**src/rtl/spi_txn_scheduler.sv**
```systemverilog
// Multi-word SPI transaction sequencer for a single-byte spi_controller.
// Two requesters share the controller under round-robin arbitration.
module spi_txn_scheduler #(
  parameter int DATA_BITS = 8,
  parameter int LEN_BITS  = 4
) (
  input  logic                   clk,
  input  logic                   n_rst,
  input  logic [1:0]             req_start,
  input  logic [2*LEN_BITS-1:0]  req_len,
  input  logic [1:0]             tx_valid,
  input  logic [2*DATA_BITS-1:0] tx_data,
  output logic [1:0]             tx_ready,
  output logic [1:0]             rx_valid,
  output logic [DATA_BITS-1:0]   rx_data,
  output logic [1:0]             busy,
  output logic [1:0]             done,
  output logic                   spi_en,
  output logic [DATA_BITS-1:0]   spi_data_in,
  input  logic                   spi_ready,
  input  logic                   spi_valid,
  input  logic [DATA_BITS-1:0]   spi_data_out
);

  typedef enum logic [2:0] {
    IDLE    = 3'd0,
    ARB     = 3'd1,
    FETCH   = 3'd2,
    LAUNCH  = 3'd3,
    WAIT_RX = 3'd4,
    DELIVER = 3'd5
  } state_t;

  state_t state_q, state_d;

  logic [1:0]                pend_q, pend_d;
  logic [1:0][LEN_BITS-1:0]  len_q, len_d;
  logic [LEN_BITS-1:0]       rem_q, rem_d;
  logic                      g_q, g_d;
  logic                      rr_q, rr_d;
  logic                      sv_q, sv_d;
  logic [DATA_BITS-1:0]      txw_q, txw_d;
  logic [DATA_BITS-1:0]      rxw_q, rxw_d;
  logic [1:0]                rxv_q, rxv_d;
  logic [1:0]                done_q, done_d;

  logic [1:0]           gnt_oh;
  logic [1:0]           len_nz;
  logic [1:0]           start_ok;
  logic                 arb_g;
  logic                 active;
  logic                 last;
  logic                 sv_rise;
  logic [DATA_BITS-1:0] tx_sel;

  assign gnt_oh  = g_q ? 2'b10 : 2'b01;
  assign arb_g   = pend_q[rr_q] ? rr_q : ~rr_q;
  assign active  = state_q inside {FETCH, LAUNCH, WAIT_RX, DELIVER};
  assign last    = (rem_q == LEN_BITS'(1));
  assign sv_rise = spi_valid & ~sv_q;
  assign tx_sel  = g_q ? tx_data[2*DATA_BITS-1:DATA_BITS]
                       : tx_data[DATA_BITS-1:0];

  assign len_nz = {|req_len[2*LEN_BITS-1:LEN_BITS],
                   |req_len[LEN_BITS-1:0]};

  // busy falls in the done cycle so a same-cycle restart is accepted
  assign busy     = pend_q | ({2{active}} & gnt_oh & ~done_q);
  assign start_ok = req_start & ~busy & len_nz;

  assign tx_ready    = (state_q == FETCH) ? (tx_valid & gnt_oh) : 2'b00;
  assign spi_en      = (state_q == LAUNCH) & spi_ready;
  assign spi_data_in = txw_q;
  assign rx_data     = rxw_q;
  assign rx_valid    = rxv_q;
  assign done        = done_q;

  always_comb begin
    state_d = state_q;
    pend_d  = pend_q;
    len_d   = len_q;
    rem_d   = rem_q;
    g_d     = g_q;
    rr_d    = rr_q;
    sv_d    = spi_valid;
    txw_d   = txw_q;
    rxw_d   = rxw_q;
    rxv_d   = 2'b00;
    done_d  = 2'b00;

    for (int k = 0; k < 2; k++) begin
      if (start_ok[k]) begin
        pend_d[k] = 1'b1;
        len_d[k]  = req_len[k*LEN_BITS +: LEN_BITS];
      end
    end

    unique case (state_q)
      IDLE: begin
        if (|pend_q) state_d = ARB;
      end
      ARB: begin
        g_d           = arb_g;
        rr_d          = ~arb_g;
        pend_d[arb_g] = 1'b0;
        rem_d         = len_q[arb_g];
        state_d       = FETCH;
      end
      FETCH: begin
        if (tx_valid[g_q]) begin
          txw_d   = tx_sel;
          state_d = LAUNCH;
        end
      end
      LAUNCH: begin
        if (spi_ready) state_d = WAIT_RX;
      end
      WAIT_RX: begin
        if (sv_rise) begin
          rxw_d   = spi_data_out;
          rxv_d   = gnt_oh;
          done_d  = last ? gnt_oh : 2'b00;
          state_d = DELIVER;
        end
      end
      DELIVER: begin
        rem_d   = rem_q - LEN_BITS'(1);
        state_d = last ? IDLE : FETCH;
      end
      default: state_d = IDLE;
    endcase
  end

  always_ff @(posedge clk or negedge n_rst) begin
    if (!n_rst) begin
      state_q <= IDLE;
      pend_q  <= '0;
      len_q   <= '0;
      rem_q   <= '0;
      g_q     <= 1'b0;
      rr_q    <= 1'b0;
      sv_q    <= 1'b0;
      txw_q   <= '0;
      rxw_q   <= '0;
      rxv_q   <= '0;
      done_q  <= '0;
    end else begin
      state_q <= state_d;
      pend_q  <= pend_d;
      len_q   <= len_d;
      rem_q   <= rem_d;
      g_q     <= g_d;
      rr_q    <= rr_d;
      sv_q    <= sv_d;
      txw_q   <= txw_d;
      rxw_q   <= rxw_d;
      rxv_q   <= rxv_d;
      done_q  <= done_d;
    end
  end

endmodule

```
**config.mk**
```make
export PLATFORM = sky130hd
export DESIGN_NAME = spi_txn_scheduler
export DESIGN_NICKNAME = d
export VERILOG_FILES = /design/src/rtl/spi_txn_scheduler.sv
export SDC_FILE = /design/constraint.sdc
export NUM_CORES = 1
export LEC_CHECK = 0
export CAP_MARGIN = 10
export CELL_PAD_IN_SITES_DETAIL_PLACEMENT = 1
export CELL_PAD_IN_SITES_GLOBAL_PLACEMENT = 1
export CORE_MARGIN = 2
export CORE_UTILIZATION = 37
export DETAILED_ROUTE_END_ITERATION = 16
export PLACE_DENSITY_LB_ADDON = 0.1
export SLEW_MARGIN = 20
export SYNTH_ARGS = -nofsm -noshare
export SYNTH_HDL_FRONTEND = slang
export SYNTH_SLANG_ARGS = --single-unit
export TNS_END_PERCENT = 50
```
**constraint.sdc**
```tcl
create_clock -name clk -period 2.9 [get_ports clk]
set_input_delay 0.725 -clock clk [delete_from_list [all_inputs] [get_ports clk]]
set_output_delay 0.725 -clock clk [all_outputs]
set_load 0.02 [all_outputs]
```
==> run_1/congestion.png <==
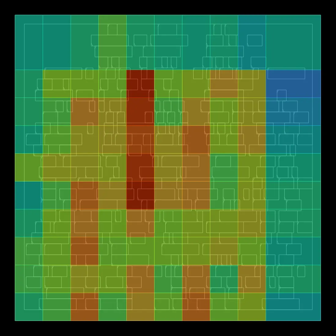
Total GRT Usage: 18.3%
final core occ: 53.8%
Routed WL per cell: 15.8 um

==> run_1/metal_density.png <==
15 x 15 tiles, from white (low) to dark blue (high), scaled to the fullest tile. Values are wire area over tile area, all layers added.
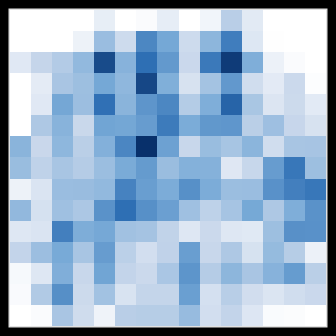
mean over tiles	0.13
nearly empty tiles	10%
densest ninth of the die	centre
fullest tile	0.40
tiles over half the peak	23%

==> run_1/layer_met1.png <==
Scale bar: 20 um.
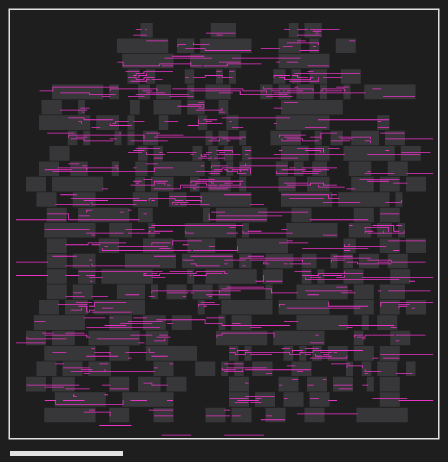
longest straight run	23.0 um
nets with wire on the layer	244
wire length on this layer	2010 um
main direction	horizontal
share of all routed wire	41%

==> impl_metrics.py, run 1 <==
# Synthesis and PnR figures
metrics = {
    "drt": {
        "ant_nets": 0,
        "drcViolationCount": 0,
        "via_per_inst": 5.04,
        "drt_wl_total_um": 4890,
        "first_pass_iters": 4,
        "dr.first_iter.drc_count": 53,
        "dr_total_vias": 1557,
    },
    "logic_synthesis": {
        "ys_ff": 40,
        "synth-compound-area-share_pct": 13.2,
        "synth_dominant_cell_count": "dfrtp_1",
        "yosysChipArea_um2": 1900,
        "ys_types": 40,
        "ys_sh_adder_pct": 1.32,
        "synth.area.top_cells": "dfrtp_1 53%, mux2_2 5.9%, mux2i_1 4.7%, o21ai_0 4.5%, mux2_1 3.6%",
        "async_flop_share_pct": 100,
        "synth_nets": 213,
        "ff_type": "dfrtp_1",
        "ys_cells": 171,
        "synth_xor_xnor_area_share_pct": 0.461,
        "avgSynthCellArea_um2": 11.1,
        "synth.logic.top_family": "multiplexers",
        "edf_count": 0,
        "ys_warn_count": 0,
        "common_cells": "40 x dfrtp_1, 17 x o21ai_0, 16 x nand2_1",
        "netlist_area_um2": 1900,
        "netlist_instances": 171,
        "yosys.area.top_type_share_pct": 52.7,
        "yosysTopAreaCell": "dfrtp_1",
        "simple_gate_share_pct": 14.0,
        "yosysSeqAreaShare_pct": 52.7,
        "mux_share_pct": 15.0,
    },
    "pwr": {
        "clk-power_w": 0.000452,
        "peakVddDrop_mv": 0.442,
        "leakage_nw": 1.18,
        "p_sw_w": 0.00110,
        "seq_power_share_pct": 36.2,
        "pg_comb_w": 0.00136,
        "pg_seq_w": 0.00103,
        "p_total_w": 0.00284,
        "swShare_pct": 38.8,
        "internal_power_w": 0.00174,
        "p_comb_share_pct": 47.9,
        "power_density_nw_per_um2": 1050,
        "power_leader": "combinational logic",
        "clkPwrFrac_pct": 15.9,
    },
    "critical_path": {
        "crit_chain": "clkdlybuf4s50_1 > nand3_1 > inv_1 > clkdlybuf4s50_1",
        "crit_required_ns": 2.17,
        "cp.depth": 4,
        "end_kind": "output pin",
        "cp.arrival_ns": 2.02,
        "cpPeakStageDelay_ns": 0.59,
        "worst-path-buf-inv": 3,
        "path_max_fanout": 2,
        "crit_slowest_cell": "clkdlybuf4s50_1",
        "crit_top_cell": "clkdlybuf4s50_1",
        "path_class": "in -> out",
        "ff2ff_path_depth": 4,
        "path_delay_family": "buffers and inverters",
        "start_kind": "primary input",
    },
    "cts": {
        "post_cts_resized": 0,
        "htreeDepth": 2,
        "cts_buffers": 5,
        "clkSinkCount": 40,
        "clk_pin_slew_ns": 0.08,
        "clk_latency_ns": 0.29,
        "clockRootBuffer": "clkbuf_8",
        "cts_tree": "done",
        "hold_buffers": 0,
        "cts_setup_buffers": 0,
        "clock_path_buffers": 2,
    },
    "final_timing": {
        "worst_slew_pin_slew_ns": 0.876,
        "max_slew_margin_pct": 41.6,
        "fmaxAchievable_mhz": 364,
        "tns_ns": 0,
        "finalCritPeriodShare_pct": 94.7,
        "hold_viol_final": 0,
        "min_period_ns": 2.75,
        "layout_setup_ws_ns": 0.154,
        "rsz0062_at_grt": "no",
        "slew_violations": 0,
        "setup_viol": 0,
        "fin_worst_skew_ns": 0.00589,
    },
    "placement": {
        "place_congestion": 0.733,
        "dpl_worst_slack_ns": 0.119,
        "dp_hpwl_um": 3820,
        "portBuffers": 64,
    },
    "layout": {
        "final_common_cell": "clkdlybuf4s50_1",
        "drive_gt1_share_pct": 12.6,
        "fin_nets": 280,
        "layout_top_cells": "62 x clkdlybuf4s50_1, 39 x dfrtp_1, 17 x o21ai_0",
        "n_antenna_cell": 0,
        "areaGrowthSynthToFinish_pct": 42.9,
    },
    "flow_run": {
        "tool_warnings": 27,
        "cap_violations": 0,
    },
    "min_path": {
        "hp-class": "reg -> reg",
        "min_path_cells": 2,
    },
    "grt": {
        "antenna_found_initial": 0,
        "grt_first_pass_wirelength_um": 7710,
        "grt_pass1_vias": 1651,
        "gr-total-overflow": 0,
        "grt_max_degree": 41,
    },
    "status": {
        "status": "finished clean",
    },
    "floorplan": {
        "rows": 26,
        "die_w_um": 75.7,
        "io_pins": 65,
        "fp_util_pct": 37.7,
        "core_um2": 5040,
        "die_h_um": 75.7,
        "die-area_um2": 5730,
    },
}
==> run 1: final cells by class <==
| type | instances | area, um2 |
|---|---|---|
| clock buffers | 6 | 72.6 |
| clock inverters | 2 | 35.0 |
| fillers | 546 | 2330 |
| inverters | 8 | 30.0 |
| multi-input cells | 117 | 835 |
| flip-flops and latches | 40 | 1000 |
| well taps | 70 | 87.6 |
| repair buffers | 66 | 653 |
==> run 1: kinds of logic after synthesis <==
kind of cell	count (synthesis)
AND/OR/NAND/NOR	50
flip-flops	40
AND-OR/OR-AND	38
multiplexers	26
buffers and inverters	14
adder cells (fa/ha/maj)	2
XOR/XNOR	1
==> run 1: routing by layer <==
layer  global-route usage, %  vias up  wire [um]
met5                       0        -          0
met4                    5.85        0         46
met3                    4.89        4        277
met2                    33.2       44       2550
met1                    21.0      769       2010
li1                        -      740          -
==> run 1: flip-flops by register name (all words and copies together), names as in the netlist <==
name / flops
spi_data_in: 8
rx_valid: 2
rem_q: 4
g_q: 1
rx_data: 8
state_q: 3
len_q: 8
done: 2
rr_q: 1
pend_q: 2
sv_q: 1
==> run 1: through the flow <==
step,utilization (%),hold slack (ns),instance area [um2],cells
floorplan,-,0.429,1900,171
global placement,51.6,0.462,2600,301
detailed placement,51.6,0.485,2600,301
CTS,53.8,0.506,2710,309
global route,53.8,0.526,2720,309
finish,53.8,0.491,2720,309
==> run 1: worst paths after layout <==
kind                           startpoint              to  slack (ns)
max reg2reg                           g_q      state_q[1]        1.10
max in group asynchronous           n_rst      state_q[1]        1.75
min in group asynchronous           n_rst  spi_data_in[1]        0.54
min reg2reg                spi_data_in[1]  spi_data_in[1]        0.49
max                             spi_ready          spi_en        0.15
min                        spi_data_in[1]  spi_data_in[1]        0.49
## Run 2: what changed since run 1
--- a/config.mk
+++ b/config.mk
@@ -8,6 +8,7 @@
 export CAP_MARGIN = 10
 export CELL_PAD_IN_SITES_DETAIL_PLACEMENT = 1
 export CELL_PAD_IN_SITES_GLOBAL_PLACEMENT = 1
+export CORE_ASPECT_RATIO = 0.75
 export CORE_MARGIN = 2
 export CORE_UTILIZATION = 37
 export DETAILED_ROUTE_END_ITERATION = 16
==> run_2/wires.png <==
Scale bar: 20 um. Two of the layers only.
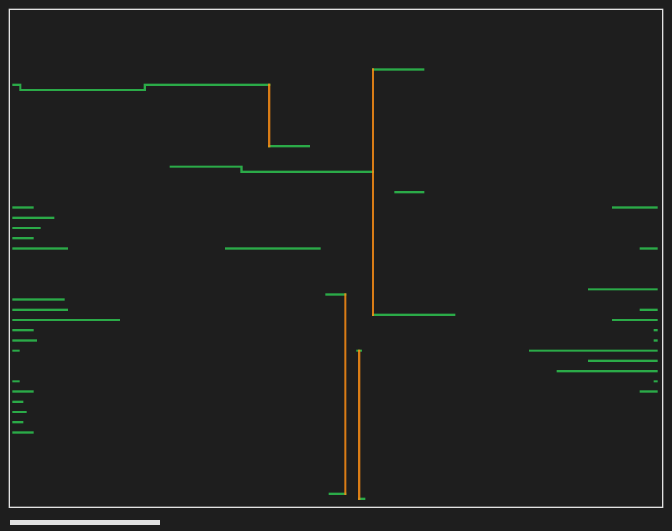
colour	layer	wire length
orange	metal 4	87.0 um
green	metal 3	238 um

==> run 2 against run 1 <==
Effect of this change:
- sequential share of layout area grew 0.59 points
- synthesized cell count is the same
- largest cell class unchanged
- fmax shrank 2.9%
- combinational power grew 3%
- highest routed layer unchanged
- first-iteration DRC count grew 7.5%
- setup slack lost 0.082 ns
- die area grew 0.11%
- clock skew shrank 0.0013 ns
- synthesized area is the same
- via count grew 0.58%
==> impl_metrics.py, run 2 <==
# Synthesis and PnR figures
metrics = {
    "layout": {
        "fin_nets": 280,
        "drive_gt1_share_pct": 11.8,
        "layout_top_cells": "63 x clkdlybuf4s50_1, 40 x dfrtp_1, 17 x o21ai_0",
        "layout.area.comb_um2": 835,
        "final_common_cell": "clkdlybuf4s50_1",
        "areaGrowthSynthToFinish_pct": 40.4,
        "design_area_um2": 2670,
        "n_antenna_cell": 0,
    },
    "critical_path": {
        "r2r_start": "state_q[1]",
        "cp.arrival_ns": 2.10,
        "path_class": "reg -> out",
        "crit_slowest_cell": "clkdlybuf4s50_1",
        "start_kind": "flip-flop",
        "crit_required_ns": 2.17,
        "crit_chain": "or3b_4 > nor3b_1 > clkdlybuf4s50_1",
        "end_kind": "output pin",
        "cp-endpoint": "tx_ready[0]",
        "reg2reg_slack_ns": 1.07,
        "cpPeakStageDelay_ns": 0.63,
        "path_max_fanout": 11,
    },
    "status": {
        "status": "finished clean",
    },
    "placement": {
        "portBuffers": 64,
        "placed_cell_area_um2": 2590,
        "dp_hpwl_um": 3770,
        "dp.cells": 291,
        "place_congestion": 0.762,
    },
    "final_timing": {
        "setup_viol": 0,
        "fmaxAchievable_mhz": 354,
        "min_period_ns": 2.83,
        "slew_violations": 0,
        "finalCritPeriodShare_pct": 97.5,
        "hold_viol_final": 0,
        "fin_worst_skew_ns": 0.00463,
        "tns_ns": 0,
        "max_slew_margin_pct": 40.2,
    },
    "floorplan": {
        "die_w_um": 86.8,
        "core_um2": 4930,
        "fp_util_pct": 38.6,
        "die-area_um2": 5730,
        "rows": 22,
    },
    "cts": {
        "cts_buffers": 5,
        "clk_latency_ns": 0.29,
        "hold_buffers": 0,
        "htreeDepth": 2,
        "cts_tree": "done",
        "clockRootBuffer": "clkbuf_8",
        "post_cts_resized": 0,
        "clkSinkCount": 40,
        "clk_pin_slew_ns": 0.07,
    },
    "grt": {
        "gr-total-overflow": 0,
        "grtUsageMet3_pct": 4.62,
        "antenna_found_initial": 0,
        "track_usage_pct": 18.3,
        "grt-busiest-layer": "met2",
        "grt_max_degree": 41,
        "use_met2_pct": 31.3,
        "grt.met1_usage_pct": 22.5,
    },
    "flow_run": {
        "cap_violations": 0,
        "tool_warnings": 28,
    },
    "logic_synthesis": {
        "synth_dominant_cell_count": "dfrtp_1",
        "ys_warn_count": 0,
        "netlist_instances": 171,
        "common_cells": "40 x dfrtp_1, 17 x o21ai_0, 16 x nand2_1",
        "netlist_area_um2": 1900,
        "synth_nets": 213,
        "yosys.area.top_type_share_pct": 52.7,
        "yosysTopAreaCell": "dfrtp_1",
        "yosysChipArea_um2": 1900,
        "ff_type": "dfrtp_1",
        "async_flop_share_pct": 100,
        "ys_types": 40,
        "edf_count": 0,
        "ys_ff": 40,
    },
    "drt": {
        "wl_met3_um": 238,
        "drcViolationCount": 0,
        "wl_per_cell_um": 16.2,
        "dr.first_iter.drc_count": 57,
        "ant_nets": 0,
        "via_per_inst": 5.26,
        "wl_met1_um": 2170,
        "wl_met2_um": 2330,
        "first_pass_iters": 4,
    },
    "pwr": {
        "leakage_nw": 1.15,
        "p_total_w": 0.00275,
        "power_density_nw_per_um2": 1030,
        "peakVddDrop_mv": 0.392,
    },
    "min_path": {
        "hp-class": "reg -> reg",
    },
}
run 2: cell counts after synthesis:
No cell type changed its count.
run 2: cell families (layout without fill, tap and decap cells):
kind of cell,count (synthesis),in the layout,synth area share (%)
xor gates and xnor gates,1,1,0.461
buffers and inverters,14,81,3.42
AOI/OAI and AO/OA,38,38,13.2
adders and majority gates,2,2,1.32
and+or+nand+nor,50,50,14.0
muxes,26,26,15.0
DFF,40,40,52.7
run 2: worst min path at each step:
stage / from / endpoint / slack, ns / cells past startpoint
final: spi_data_in[1] / spi_data_in[1] / 0.48 / 2
after global routing: spi_data_in[2] / spi_data_in[2] / 0.51 / 2
after CTS: spi_data_in[1] / spi_data_in[1] / 0.50 / 2
after detailed placement: spi_data_in[1] / spi_data_in[1] / 0.48 / 2
after global placement: spi_data_in[0] / spi_data_in[0] / 0.46 / 2
after floorplan: n_rst / done[0] / 0.43 / 0
run 2: area by class of cell:
type,instances,area share (%)
clock buffer,6,2.72
clock inverter,1,0.188
inverter,8,1.13
multi-input combinational,117,31.3
sequential,40,37.5
tap,60,2.81
timing repair buffer,66,24.4
run 2: report_power, final:
part / leakage, nW / switching, W / internal (W)
combinational: 0.616 / 0.000715 / 0.000682
sequential: 0.494 / 0.000201 / 0.000802
clock: 0.0410 / 0.000183 / 0.000163
total: 1.15 / 0.00110 / 0.00165
run 2: critical path, delay by kind of cell, from the launching register on:
family	cells	cell delay [ns]
simple gates	2	0.65
buf+inv	1	0.63
flops	1	0.52
run 2: metrics by stage:
step	worst slack (ns)	utilization (%)
6_report	0.0719	54.2
5_1_grt	-0.00983	54.2
4_1_cts	0.0442	54.2
3_5_place_dp	0.140	52.6
3_3_place_gp	0.193	52.6
2_1_floorplan	0.779	-
run 2: repair_timing:
action	CTS	global route
setup buffers	0	0
setup endpoints to repair	0	1
hold endpoints to repair	0	0
==> run_2/layer_met1.png <==
Scale bar: 20 um.
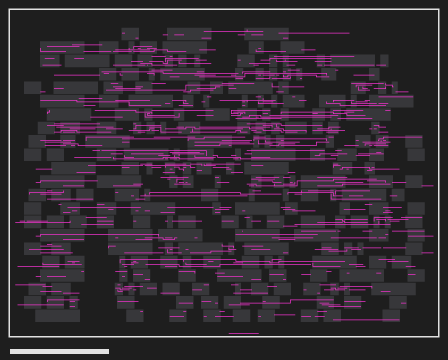

## Run 3: what changed since run 2
--- a/config.mk
+++ b/config.mk
@@ -5,12 +5,13 @@
 export SDC_FILE = /design/constraint.sdc
 export NUM_CORES = 1
 export LEC_CHECK = 0
+export ABC_AREA = 1
 export CAP_MARGIN = 10
 export CELL_PAD_IN_SITES_DETAIL_PLACEMENT = 1
 export CELL_PAD_IN_SITES_GLOBAL_PLACEMENT = 1
 export CORE_ASPECT_RATIO = 0.75
 export CORE_MARGIN = 2
-export CORE_UTILIZATION = 37
+export CORE_UTILIZATION = 36
 export DETAILED_ROUTE_END_ITERATION = 16
 export PLACE_DENSITY_LB_ADDON = 0.1
 export SLEW_MARGIN = 20
==> run_3/layer_met1.png <==
Scale bar: 20 um.
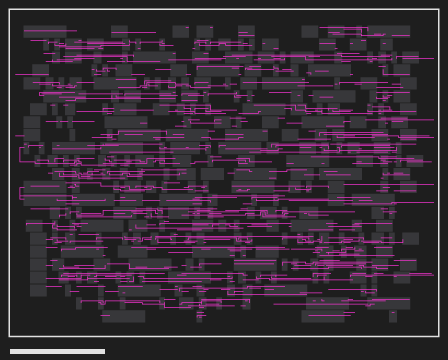
main direction	horizontal
longest straight run	33.1 um
nets with wire on the layer	305

==> run 3 against run 2 <==
Effect of this change:
- cell count up 27%
- utilization shrank 1.4 points
- highest routed layer unchanged
- synthesized area rose by 4.9%
- sequential share of layout area decreased by 2.0 points
- combinational power barely moved
- hold slack worse by 0.012 ns
- setup slack better by 0.074 ns
- global-route usage is 0.66 points higher
- clock skew hardly changed
==> impl_metrics.py, run 3 <==
# Synthesis and PnR figures
metrics = {
    "status": {
        "status": "finished clean",
    },
    "layout": {
        "finalNonFillerCells": 379,
        "areaGrowthSynthToFinish_pct": 41.5,
        "final_common_cell": "clkdlybuf4s50_1",
        "n_antenna_cell": 0,
        "layout_top_cells": "63 x clkdlybuf4s50_1, 59 x nand2_1, 40 x dfrtp_1",
        "fill_cells": 665,
        "layout.area.comb_um2": 906,
        "fin_nets": 346,
        "postLayoutCoreUtil_pct": 52.7,
        "design_area_um2": 2820,
        "regArea_um2": 1000,
    },
    "pwr": {
        "peakVddDrop_mv": 0.481,
        "power_density_nw_per_um2": 962,
        "p_total_w": 0.00271,
        "p_comb_share_pct": 50.4,
        "seq_power_share_pct": 34.8,
        "clkPwrFrac_pct": 14.8,
        "swShare_pct": 42.4,
        "pg_seq_w": 0.000945,
        "clk-power_w": 0.000401,
        "p_sw_w": 0.00115,
        "internal_power_w": 0.00156,
        "pg_comb_w": 0.00137,
        "leakage_nw": 1.30,
    },
    "drt": {
        "drcViolationCount": 0,
        "ant_nets": 0,
        "first_pass_iters": 4,
        "via_per_inst": 4.78,
        "dr_total_vias": 1811,
        "dr.first_iter.drc_count": 93,
    },
    "critical_path": {
        "cp-endpoint": "tx_ready[0]",
        "crit_start": "tx_valid[0]",
        "crit_required_ns": 2.17,
        "path_max_fanout": 3,
        "ff2ff_path_depth": 6,
        "reg2reg_slack_ns": 1.26,
        "start_kind": "primary input",
        "cp.arrival_ns": 2.03,
        "end_kind": "output pin",
        "r2r_start": "g_q",
        "path_class": "in -> out",
    },
    "cts": {
        "clockRootBuffer": "clkbuf_8",
        "cts_buffers": 5,
        "clkSinkCount": 40,
        "hold_buffers": 0,
        "clk_latency_ns": 0.29,
        "clock_path_buffers": 2,
        "cts_tree": "done",
        "post_cts_resized": 0,
    },
    "final_timing": {
        "max_slew_margin_pct": 39.2,
        "layout_setup_ws_ns": 0.146,
        "slew_violations": 0,
        "tns_ns": 0,
        "hold_viol_final": 0,
        "fin_worst_skew_ns": 0.00439,
        "rsz0062_at_grt": "no",
        "holdWs_ns": 0.472,
        "finalCritPeriodShare_pct": 95.0,
        "worst_slew_pin_slew_ns": 0.912,
        "setup_viol": 0,
    },
    "logic_synthesis": {
        "ys_ff": 40,
        "simple_gate_share_pct": 34.9,
        "yosys.area.top_type_share_pct": 50.2,
        "synth_xor_xnor_area_share_pct": 0,
        "avgSynthCellArea_um2": 8.56,
        "yosysSeqAreaShare_pct": 50.2,
        "mux_share_pct": 0,
        "ys_cells": 233,
        "synth_dominant_cell_count": "nand2_1",
        "ys_types": 28,
        "edf_count": 0,
        "synth_nets": 275,
        "netlist_instances": 233,
        "common_cells": "59 x nand2_1, 40 x dfrtp_1, 37 x nor2_1",
        "ff_type": "dfrtp_1",
        "yosysChipArea_um2": 1990,
        "synth.logic.top_family": "simple AND/OR/NAND/NOR gates",
        "netlist_area_um2": 1990,
        "synth-compound-area-share_pct": 9.22,
        "synth.area.top_cells": "dfrtp_1 50%, nand2_1 11%, nor2_1 7.0%, nand3_1 5.3%, o21a_1 3.0%",
        "ys_warn_count": 0,
        "ys_sh_adder_pct": 1.25,
    },
    "floorplan": {
        "die_w_um": 89.9,
        "die_h_um": 68.5,
        "fp_util_pct": 37.3,
        "die-area_um2": 6160,
        "core_um2": 5350,
        "io_pins": 65,
    },
    "placement": {
        "dp_hpwl_um": 4110,
        "portBuffers": 64,
        "dp.cells": 372,
        "dpl_worst_slack_ns": 0.146,
        "placed_cell_area_um2": 2730,
    },
    "min_path": {
        "hp-class": "reg -> reg",
        "min_path_cells": 2,
    },
    "grt": {
        "gr-total-overflow": 0,
        "grt_first_pass_wirelength_um": 9180,
        "track_usage_pct": 19.0,
        "grt_pass1_vias": 1814,
        "antenna_found_initial": 0,
    },
    "flow_run": {
        "cap_violations": 0,
        "tool_warnings": 27,
    },
}
[run 3: cell types whose count changed in the layout (fill, tap and decap cells not counted), moves of 4 or more]
| cell | change |
|---|---|
| inv_1 | +4 |
| mux2_1 | -6 |
| mux2_2 | -10 |
| mux2i_1 | -9 |
| nand2_1 | +43 |
| nand2_4 | +4 |
| nand2b_1 | -5 |
| nand3_1 | +18 |
| nand4_1 | +9 |
| nor2_1 | +28 |
| o21a_1 | +8 |
| o21ai_0 | -6 |
[run 3: cells by family (layout without fill, tap and decap cells)]
kind of cell	Yosys count	after routing
AND/OR/NAND/NOR	143	143
flip-flops	40	40
AND-OR/OR-AND	29	29
buffers and inverters	19	90
adder cells (fa/ha/maj)	2	2
[run 3: worst max-delay path, stage by stage]
cell and delay [ns]:
clkdlybuf4s50_1 0.46, nand2_1 0.11, nor2_1 0.13, clkdlybuf4s50_1 0.61
[run 3: how the worst min path moves through the flow]
stage	from	endpoint
2_1_floorplan	n_rst	done[0]
3_3_place_gp	rx_data[5]	rx_data[5]
3_5_place_dp	rx_data[0]	rx_data[0]
4_1_cts	rx_data[0]	rx_data[0]
5_1_grt	rx_data[0]	rx_data[0]
6_report	rx_data[0]	rx_data[0]
[run 3: layer usage]
| metal | track usage, % | share of wire (%) | vias up |
|---|---|---|---|
| li1 | - | - | 906 |
| met1 | 26.8 | 51 | 855 |
| met2 | 29.4 | 43 | 46 |
| met3 | 4.85 | 5.0 | 4 |
| met4 | 5.19 | 0.88 | 0 |
| met5 | 0 | 0 | - |
[run 3: area by class of cell]
class | count | area share, %
clock buffer | 7 | 3.41
inverter | 14 | 1.86
multi-input combinational | 174 | 32.1
sequential | 40 | 35.5
tap | 75 | 3.32
timing repair buffer | 69 | 23.8
Power and IR drop assume default switching activity.
